`src/rtl/pow_n_multi_cycle_handshake.sv`:
```
// Multi-cycle unsigned power unit: res = arg^exp mod 2^W, one multiply per cycle,
// ready/valid on both sides and a sticky overflow flag for the true result.
module pow_n_multi_cycle_handshake #(
  parameter int unsigned W     = 8,
  parameter int unsigned EXP_W = 4
) (
  input  logic             clk,
  input  logic             rst,
  input  logic             arg_vld,
  input  logic [W-1:0]     arg,
  input  logic [EXP_W-1:0] exp,
  output logic             arg_rdy,
  output logic             res_vld,
  output logic [W-1:0]     res,
  output logic             res_ovf,
  input  logic             res_rdy
);

  typedef enum logic [1:0] {
    StIdle,
    StCalc,
    StDone
  } state_e;

  state_e           state_q;
  logic [W-1:0]     base_q;
  logic [EXP_W-1:0] cnt_q;
  logic [W-1:0]     acc_q;
  logic             ovf_q;
  logic [2*W-1:0]   prod;

  // Both operands zero-extended so the multiply keeps the full 2W-bit product.
  always_comb begin
    prod = {{W{1'b0}}, acc_q} * {{W{1'b0}}, base_q};
  end

  always_ff @(posedge clk or posedge rst) begin
    if (rst) begin
      state_q <= StIdle;
      base_q  <= '0;
      cnt_q   <= '0;
      acc_q   <= '0;
      ovf_q   <= 1'b0;
    end else begin
      unique case (state_q)
        StIdle: begin
          if (arg_vld) begin
            base_q  <= arg;
            cnt_q   <= exp;
            acc_q   <= {{(W-1){1'b0}}, 1'b1};
            ovf_q   <= 1'b0;
            state_q <= (exp == '0) ? StDone : StCalc;
          end
        end
        StCalc: begin
          acc_q <= prod[W-1:0];
          if (prod[2*W-1:W] != '0) begin
            ovf_q <= 1'b1;
          end
          cnt_q <= cnt_q - 1'b1;
          if (cnt_q == {{(EXP_W-1){1'b0}}, 1'b1}) begin
            state_q <= StDone;
          end
        end
        StDone: begin
          if (res_rdy) begin
            state_q <= StIdle;
          end
        end
        default: state_q <= StIdle;
      endcase
    end
  end

  assign arg_rdy = (state_q == StIdle);
  assign res_vld = (state_q == StDone);
  assign res     = acc_q;
  assign res_ovf = ovf_q;

endmodule
```
`config.mk`:
```
export PLATFORM = sky130hd
export DESIGN_NAME = pow_n_multi_cycle_handshake
export DESIGN_NICKNAME = d
export VERILOG_FILES = /design/src/rtl/pow_n_multi_cycle_handshake.sv
export SDC_FILE = /design/constraint.sdc
export NUM_CORES = 1
export LEC_CHECK = 0
export CELL_PAD_IN_SITES_DETAIL_PLACEMENT = 1
export CELL_PAD_IN_SITES_GLOBAL_PLACEMENT = 2
export CORE_MARGIN = 2
export CORE_UTILIZATION = 35
export DETAILED_ROUTE_END_ITERATION = 6
export HOLD_SLACK_MARGIN = 0.15
export PLACE_DENSITY = 0.81
export RECOVER_POWER = 25
export SKIP_CTS_REPAIR_TIMING = 1
export SYNTH_ARGS = -nofsm -noshare
export SYNTH_HDL_FRONTEND = slang
export SYNTH_SLANG_ARGS = --single-unit
```
`constraint.sdc`:
```
create_clock -name clk -period 4.9 [get_ports clk]
set_input_delay 0.735 -clock clk [delete_from_list [all_inputs] [get_ports clk]]
set_output_delay 0.735 -clock clk [all_outputs]
set_load 0.05 [all_outputs]
```
**I/O nets highlighted**

(4 px per um)
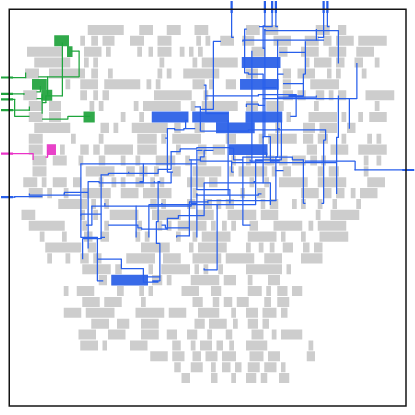
`exp`: shown in green, direction input, edge west, end cells 5, wire 85.6 um. `res`: shown in blue, direction output, edge 6 north, 1 east, 1 west, end cells 8, wire 1200 um. `res_rdy`: shown in magenta, direction input, edge west, end cells 1, wire 9.00 um.

**Met3 routing**

(4 px per um)
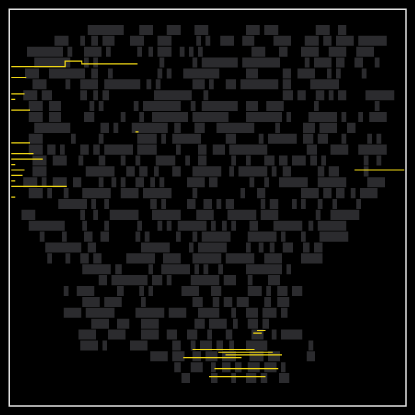
The layer holds 2.3% of the routed length. The longest straight run is 15.6 um. The wires run mostly horizontal.

**The clock network**

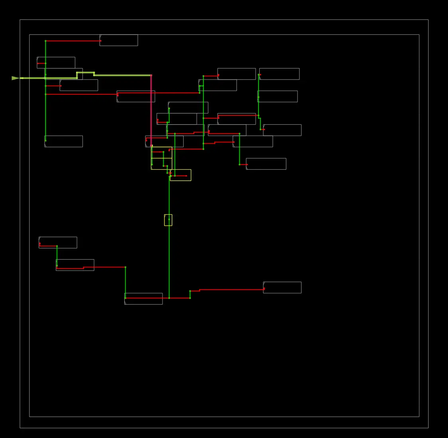
clk sinks: 23
Clock buffer cells: 3
TritonCTS buffer count: 3
Seq Cell Count: 23
Layout Skew: 3.18 ps

==> flow_summary.ini <==
; physical design summary
[outcome]
run_status = finished, final reports clean

[setup_path]
worst_ep_required_time_ps = 5080
worstReg2RegStart = res[3]
reg2reg_slack_ps = 250
path_class = register to register

[cells_and_area]
finalNetCount = 476
area_growth_pct = 14.6
drive_above_1_share_pct = 6.75

[pwr]
powerDensity_nw_per_um2 = 704
power.total_mw = 2.54

[routing]
drt_first_iter_violations = 120
vias = 2546
finalWirelength_um = 8250
ant_nets = 0
route.detailed.wl_per_inst_um = 16.7
viasPerCell = 5.16
wl_met3_um = 185

[grt]
grt.met2_usage_pct = 32.5
met1_usage_pct = 25.0
grt_usage_pct = 18.2
grt-ovfl-total = 0
grt_pass1_wl_um = 14400
use_met3_pct = 1.63
grt_max_degree = 24

[logic_synthesis]
synthArstFlopShare_pct = 100
synth_nets = 453
ys_ff = 23
ys_top_logic_family = adder cells
synth-edff-count = 0
topCellsByArea = fa_1 (23%), dfrtp_1 (18%), ha_1 (15%), nand2_1 (7.3%), inv_1 (7.0%)
fa_ha_area_share_pct = 38.0
yosys.area_share.simple_pct = 21.0
synth.avg_cell_area_um2 = 8.67
synthXorXnorAreaFrac_pct = 1.39
yosysTopAreaCell = fa_1
yosysWarnings = 0
ys_seq_share_pct = 18.3

[floorplanning]
core_area_um2 = 8720
dieArea_um2 = 9770

[worst_hold_path]
hold_path.class = register to register
holdPathStages = 2
hold-path-endpoint = cnt_q[3]
min_from = cnt_q[3]

[final_timing]
post-route-period-util_pct = 95.0
worst_pin_slew_ps = 944
grt_setup_unrepaired = false

[job]
max_cap_viol_count = 0

[placement]
place.gp.congestion = 0.817

[clock_network]
insertion_delay_ps = 270
## power breakdown
part           leakage (nW)  internal [mW]  switching (mW)
logic                  1.47          0.808            1.15
registers             0.279          0.281           0.171
clock network        0.0255         0.0569          0.0698
total                  1.77           1.15            1.39
## critical path, cell delays in order, from the launching register on
cell	delay, ps
dfrtp_2	510
and2_1	190
fa_1	530
inv_1	50
fa_1	470
inv_1	60
fa_1	520
inv_1	50
fa_1	520
inv_1	40
ha_2	380
nand3_1	110
or2_2	310
a32o_1	250
a311oi_1	260
nor4b_2	100
a32oi_1	200
## final cells by class
cell class / instances / area [um2]
tap: 108 / 135
fill: 1048 / 5120
timing repair buffer: 35 / 324
clock inverter: 1 / 5.00
clock buffer: 3 / 41.3
inverter: 59 / 221
multi-input combinational: 264 / 2290
sequential: 23 / 583
## per-stage QoR
stage	hold slack [ps]	cell area [um2]	instances
floorplan	487	3150	363
global placement	509	3540	489
detailed placement	528	3540	489
CTS	557	3580	493
global route	592	3600	493
finish	549	3600	493
## registers in the layout, summed over array words and instances (netlist names)
name	cells
base_q	8
res	8
cnt_q	4
state_q	2
res_ovf	1
## cells in the final DEF (no fill, tap or decap), types with 2 or more instances in the layout
cell type,n
nand3_1,3
fa_1,36
nand2b_1,2
nor2b_1,3
a221o_1,3
xor2_1,2
o31ai_1,2
nor2_1,15
a21o_1,3
a41oi_1,2
nor3_1,5
and3_1,2
nand2_1,61
clkdlybuf4s50_1,24
o21ai_0,8
nand3b_1,2
dfrtp_1,17
dfrtp_2,6
buf_4,8
a21oi_1,6
xnor2_1,3
a22o_1,4
a221oi_1,2
ha_1,37
a211oi_1,3
a311oi_1,2
clkbuf_8,3
inv_1,59
dlygate4sd3_1,2
and2_1,35
or2b_1,2
No activity file was given, so power comes from the tool's default toggle rates.
